### config.mk
export PLATFORM = sky130hd
export DESIGN_NAME = ifmap_window_scanner
export DESIGN_NICKNAME = d
export VERILOG_FILES = /design/src/rtl/ifmap_window_scanner.sv
export SDC_FILE = /design/constraint.sdc
export NUM_CORES = 1
export LEC_CHECK = 0
export ABC_AREA = 1
export CORE_MARGIN = 2
export CORE_UTILIZATION = 51
export CTS_CLUSTER_DIAMETER = 200
export DETAILED_ROUTE_END_ITERATION = 10
export MAX_ROUTING_LAYER = met4
export PLACE_DENSITY = 0.81
export SYNTH_ARGS = -nofsm -noshare
export SYNTH_HDL_FRONTEND = slang
export SYNTH_SLANG_ARGS = --single-unit
### constraint.sdc
create_clock -name clk -period 2.7 [get_ports clk]
set_clock_uncertainty 0.05 [all_clocks]
set_input_delay 0.54 -clock clk [delete_from_list [all_inputs] [get_ports clk]]
set_output_delay 0.54 -clock clk [all_outputs]
set_load 0.005 [all_outputs]
### src/rtl/ifmap_window_scanner.sv
// ifmap_window_scanner: walks every window origin of a convolution job, issues ifmap reads
// and forwards masked, coordinate-tagged windows. Define IFMAP_SCAN_PREFETCH_EN for a 2-deep prefetch.
module ifmap_window_scanner #(
    parameter int ADDR_W = 13,
    parameter int DATA_W = 25
) (
    input  logic              clk,
    input  logic              rst_n,
    input  logic              cfg_valid,
    output logic              cfg_ready,
    input  logic [5:0]        cfg_conv_size,
    input  logic [1:0]        cfg_fil_size,
    output logic              req_valid,
    input  logic              req_ready,
    output logic [ADDR_W-1:0] req_addr,
    input  logic              rsp_valid,
    output logic              rsp_ready,
    input  logic [DATA_W-1:0] rsp_data,
    output logic              win_valid,
    input  logic              win_ready,
    output logic [DATA_W-1:0] win_data,
    output logic [5:0]        win_y,
    output logic [5:0]        win_x,
    output logic              win_ts,
    output logic              win_last,
    output logic              done
);

`ifdef IFMAP_SCAN_PREFETCH_EN
    localparam logic [1:0] CAP = 2'd2;
`else
    localparam logic [1:0] CAP = 2'd1;
`endif

    typedef enum logic [1:0] {IDLE = 2'd0, SCAN = 2'd1, DRAIN = 2'd2, FIN = 2'd3} state_t;

    typedef struct packed {
        logic [DATA_W-1:0] data;
        logic [5:0]        y;
        logic [5:0]        x;
        logic              ts;
        logic              last;
    } win_entry_t;

    function automatic logic [DATA_W-1:0] window_mask(input logic [1:0] code);
        logic [DATA_W-1:0] one_v;
        one_v = {{(DATA_W-1){1'b0}}, 1'b1};
        case (code)
            2'b00:   window_mask = (one_v << 3'd4) - one_v;
            2'b01:   window_mask = (one_v << 4'd9) - one_v;
            2'b10:   window_mask = (one_v << 5'd16) - one_v;
            2'b11:   window_mask = {DATA_W{1'b1}};
            default: window_mask = {DATA_W{1'b0}};
        endcase
    endfunction

    // Scan order is ts outer, then y, then x; returns the position following {y, x, ts}.
    function automatic logic [12:0] next_pos(input logic [5:0] y, input logic [5:0] x,
                                             input logic ts, input logic [5:0] n);
        if (x != n - 6'd1) begin
            next_pos = {y, x + 6'd1, ts};
        end else if (y != n - 6'd1) begin
            next_pos = {y + 6'd1, 6'd0, ts};
        end else begin
            next_pos = {6'd0, 6'd0, ~ts};
        end
    endfunction

    state_t            state_r, state_s;
    logic [5:0]        n_r;
    logic [1:0]        fil_r;
    logic [5:0]        y_r, x_r, ry_r, rx_r;
    logic              ts_r, rts_r;
    logic [1:0]        cnt_r, cnt_next_s, occ_next_s;
    logic              req_valid_r, rsp_ready_r, win_valid_r;
    logic              cfg_fire_s, req_fire_s, rsp_fire_s, win_fire_s, last_req_s;
    logic              out_free_s, win_valid_next_s;
    win_entry_t        rsp_entry_s, win_entry_r;
`ifdef IFMAP_SCAN_PREFETCH_EN
    logic              skid_valid_r, skid_valid_next_s;
    win_entry_t        skid_entry_r;
`endif

    assign req_valid = req_valid_r;
    assign req_addr  = {y_r, x_r, ts_r};
    assign rsp_ready = rsp_ready_r;
    assign win_valid = win_valid_r;
    assign win_data  = win_entry_r.data;
    assign win_y     = win_entry_r.y;
    assign win_x     = win_entry_r.x;
    assign win_ts    = win_entry_r.ts;
    assign win_last  = win_entry_r.last;

    // Handshake decode, credit count and masked response entry.
    always_comb begin
        cfg_fire_s = cfg_valid && (state_r == IDLE);
        req_fire_s = req_valid_r && req_ready;
        rsp_fire_s = rsp_valid && rsp_ready_r;
        win_fire_s = win_valid_r && win_ready;
        last_req_s = ts_r && (y_r == n_r - 6'd1) && (x_r == n_r - 6'd1);
        // Responses come back in request order, so a second walker reproduces each tag.
        rsp_entry_s.data = rsp_data & window_mask(fil_r);
        rsp_entry_s.y    = ry_r;
        rsp_entry_s.x    = rx_r;
        rsp_entry_s.ts   = rts_r;
        rsp_entry_s.last = rts_r && (ry_r == n_r - 6'd1) && (rx_r == n_r - 6'd1);
        if (req_fire_s && !win_fire_s) begin
            cnt_next_s = cnt_r + 2'd1;
        end else if (!req_fire_s && win_fire_s) begin
            cnt_next_s = cnt_r - 2'd1;
        end else begin
            cnt_next_s = cnt_r;
        end
    end

    // Occupancy of the output register (plus skid entry when prefetching) for the next cycle.
    always_comb begin
        out_free_s = !win_valid_r || win_fire_s;
`ifdef IFMAP_SCAN_PREFETCH_EN
        if (out_free_s) begin
            win_valid_next_s  = skid_valid_r || rsp_fire_s;
            skid_valid_next_s = skid_valid_r && rsp_fire_s;
        end else begin
            win_valid_next_s  = 1'b1;
            skid_valid_next_s = skid_valid_r || rsp_fire_s;
        end
        occ_next_s = {1'b0, win_valid_next_s} + {1'b0, skid_valid_next_s};
`else
        if (out_free_s) begin
            win_valid_next_s = rsp_fire_s;
        end else begin
            win_valid_next_s = 1'b1;
        end
        occ_next_s = {1'b0, win_valid_next_s};
`endif
    end

    // FSM state register.
    always_ff @(posedge clk or negedge rst_n) begin
        if (!rst_n) begin
            state_r <= IDLE;
        end else begin
            state_r <= state_s;
        end
    end

    // FSM next-state logic.
    always_comb begin
        state_s = state_r;
        case (state_r)
            IDLE: begin
                if (cfg_fire_s) begin
                    state_s = (cfg_conv_size == 6'd0) ? FIN : SCAN;
                end else begin
                    state_s = IDLE;
                end
            end
            SCAN: begin
                if (req_fire_s && last_req_s) begin
                    state_s = DRAIN;
                end else begin
                    state_s = SCAN;
                end
            end
            DRAIN: begin
                if (win_fire_s && win_entry_r.last) begin
                    state_s = FIN;
                end else begin
                    state_s = DRAIN;
                end
            end
            FIN:     state_s = IDLE;
            default: state_s = IDLE;
        endcase
    end

    // FSM outputs decoded from the state register.
    always_comb begin
        cfg_ready = 1'b0;
        done      = 1'b0;
        case (state_r)
            IDLE:    cfg_ready = 1'b1;
            FIN:     done      = 1'b1;
            default: begin
                cfg_ready = 1'b0;
                done      = 1'b0;
            end
        endcase
    end

    // Job config, request walker, credit count and request valid.
    always_ff @(posedge clk or negedge rst_n) begin
        if (!rst_n) begin
            n_r         <= 6'd0;
            fil_r       <= 2'd0;
            y_r         <= 6'd0;
            x_r         <= 6'd0;
            ts_r        <= 1'b0;
            cnt_r       <= 2'd0;
            req_valid_r <= 1'b0;
        end else begin
            cnt_r       <= cnt_next_s;
            req_valid_r <= (state_s == SCAN) && (cnt_next_s < CAP);
            if (cfg_fire_s) begin
                n_r   <= cfg_conv_size;
                fil_r <= cfg_fil_size;
                y_r   <= 6'd0;
                x_r   <= 6'd0;
                ts_r  <= 1'b0;
            end else if (req_fire_s) begin
                {y_r, x_r, ts_r} <= next_pos(y_r, x_r, ts_r, n_r);
            end
        end
    end

    // Response tag walker and response ready.
    always_ff @(posedge clk or negedge rst_n) begin
        if (!rst_n) begin
            ry_r        <= 6'd0;
            rx_r        <= 6'd0;
            rts_r       <= 1'b0;
            rsp_ready_r <= 1'b0;
        end else begin
            rsp_ready_r <= ((state_s == SCAN) || (state_s == DRAIN)) && (occ_next_s < CAP);
            if (cfg_fire_s) begin
                ry_r  <= 6'd0;
                rx_r  <= 6'd0;
                rts_r <= 1'b0;
            end else if (rsp_fire_s) begin
                {ry_r, rx_r, rts_r} <= next_pos(ry_r, rx_r, rts_r, n_r);
            end
        end
    end

    // Output window register, backed by a skid entry when prefetching.
    always_ff @(posedge clk or negedge rst_n) begin
        if (!rst_n) begin
            win_valid_r  <= 1'b0;
            win_entry_r  <= '0;
`ifdef IFMAP_SCAN_PREFETCH_EN
            skid_valid_r <= 1'b0;
            skid_entry_r <= '0;
`endif
        end else begin
            win_valid_r <= win_valid_next_s;
`ifdef IFMAP_SCAN_PREFETCH_EN
            skid_valid_r <= skid_valid_next_s;
            if (out_free_s) begin
                if (skid_valid_r) begin
                    win_entry_r <= skid_entry_r;
                    if (rsp_fire_s) begin
                        skid_entry_r <= rsp_entry_s;
                    end
                end else if (rsp_fire_s) begin
                    win_entry_r <= rsp_entry_s;
                end
            end else if (rsp_fire_s) begin
                skid_entry_r <= rsp_entry_s;
            end
`else
            if (out_free_s && rsp_fire_s) begin
                win_entry_r <= rsp_entry_s;
            end
`endif
        end
    end

endmodule

### PDN straps and rails

Pins as bars on the die edge.
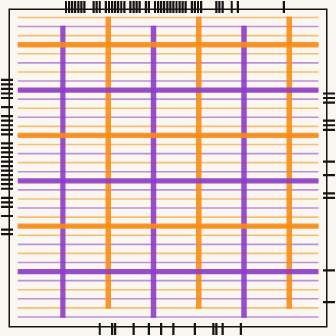
net	colour
VDD	orange
VSS	purple
met1 rails	34
signal pins	96
IR drop worst, VDD: 497 uV
core area: 0.00809 mm^2
die extent in x: 94.7 um

### Placement by cell class

Bar = 20 um.
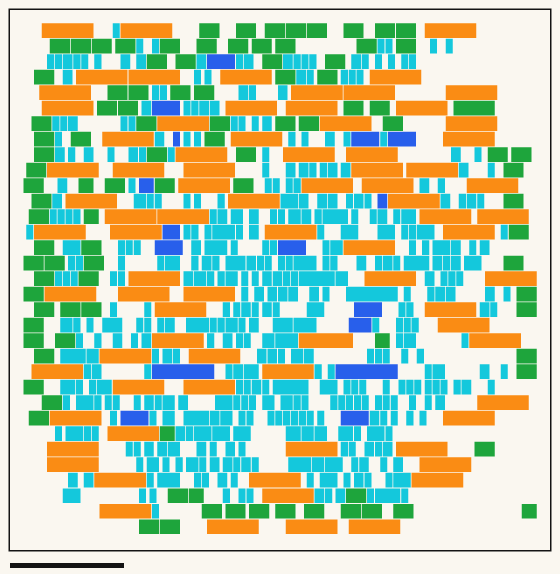
class	colour	cells
clock drivers and dummy loads	blue	16
all other logic	cyan	443
flip-flops	orange	80
other buffers and delay cells	green	101

==> impl_metrics.xml <==
<?xml version="1.0" encoding="UTF-8"?>
<metrics>
  <group name="status">
    <metric name="run_status" unit="">complete, no violations</metric>
  </group>
  <group name="worst_setup_path">
    <metric name="cpLargestDelayFamily" unit="">simple AND/OR/NAND/NOR gates</metric>
    <metric name="worst_ep_arrival" unit="ns">2.70</metric>
    <metric name="worst-path-max-fanout" unit="">5</metric>
    <metric name="rr_worst_depth" unit="">17</metric>
    <metric name="critical_setup_path_class" unit="">flop to flop</metric>
    <metric name="cpMostUsedCell" unit="">nand2_1</metric>
    <metric name="worst_r2r_startpoint" unit="">n_r[1]</metric>
  </group>
  <group name="sta">
    <metric name="timing.final.setup_violations" unit="">0</metric>
    <metric name="report.final.hold_viol_count" unit="">0</metric>
    <metric name="finalMaxSlewViolations" unit="">0</metric>
  </group>
  <group name="cells_and_area">
    <metric name="mostFrequentLayoutCell" unit="">nand2_1</metric>
    <metric name="nonClkBufAreaFrac" unit="%">18.3</metric>
    <metric name="seqAreaFraction" unit="%">36.3</metric>
    <metric name="proportion_of_layout_cells_with_a_drive_suffix_above_1" unit="%">9.38</metric>
    <metric name="layout.filler_cells" unit="">700</metric>
    <metric name="syn_to_layout_area_delta" unit="%">31.3</metric>
    <metric name="nNetsFinal" unit="">680</metric>
    <metric name="final_design_area_no_fill" unit="mm^2">0.00551</metric>
    <metric name="fin_cells" unit="">745</metric>
    <metric name="flop_area" unit="mm^2">0.00200</metric>
  </group>
  <group name="synth">
    <metric name="yosysUniqueCellTypes" unit="">32</metric>
    <metric name="synthAoiAreaFrac" unit="%">5.75</metric>
    <metric name="async_flop_share" unit="%">100</metric>
    <metric name="synth_chip_area" unit="mm^2">0.00420</metric>
    <metric name="netlist.top_cell.by_instances" unit="">nand2_1</metric>
    <metric name="and_or_nand_nor_cells_area_fraction" unit="%">35.4</metric>
    <metric name="synth.net_count" unit="">580</metric>
    <metric name="synth_top_flop_cell" unit="">dfrtp_1</metric>
  </group>
  <group name="min_path">
    <metric name="hp-class" unit="">primary input to async pin</metric>
  </group>
  <group name="power">
    <metric name="seq_cell_power" unit="W">0.00200</metric>
    <metric name="power.leakage" unit="nW">2.65</metric>
    <metric name="largestPowerGroup" unit="">combinational cells</metric>
    <metric name="intPower" unit="W">0.00322</metric>
    <metric name="total_power" unit="W">0.00526</metric>
  </group>
  <group name="die">
    <metric name="die_area" unit="mm^2">0.00897</metric>
    <metric name="taps" unit="">105</metric>
    <metric name="fp-row-count" unit="">33</metric>
  </group>
  <group name="clocking">
    <metric name="clkSlewWorstSetupHoldPaths" unit="ns">0.09</metric>
    <metric name="cts-htree-levels" unit="">3</metric>
    <metric name="clock_sink_count" unit="">80</metric>
  </group>
  <group name="route">
    <metric name="detailroute.wirelength.met3" unit="um">527</metric>
    <metric name="wl_met1" unit="um">4770</metric>
  </group>
  <group name="global_route">
    <metric name="overflow" unit="">0</metric>
    <metric name="grtUsageMet3" unit="%">5.19</metric>
    <metric name="grt_antenna_before_repair" unit="">0</metric>
    <metric name="grt_first_pass_wirelength" unit="um">17500</metric>
  </group>
  <group name="placement">
    <metric name="placed_cells" unit="">729</metric>
    <metric name="detailedPlace.worstSlack" unit="ns">0.165</metric>
  </group>
</metrics>
### Clock network drawn from the DEF

Bar = 20 um.
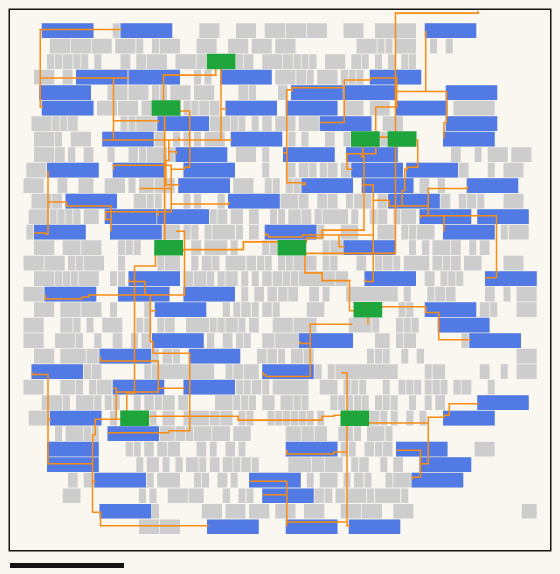
[clock wires] orange | length: 1080 um
[cells driving clock nets] green | count: 9
[flip-flops] blue | count: 80
flops lie	widely spread
routed clock nets	10
clock network latency to the later pin of the worst-skew pair: 0.36 ns
power drawn by the clock network: 0.000999 W
Clock power frac: 19.0%

### Metal layers overlaid

Two of the layers only.
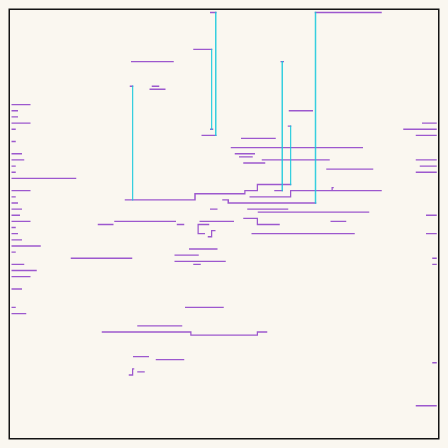
layer	colour	wire length
met4	cyan	154 um
met3	purple	528 um
post-DR wirelength/cell: 14.4 um
detailed-route wire length: 10700 um
aggregate global-route resource usage: 25.8%

No activity file was given, so power comes from the tool's default toggle rates.
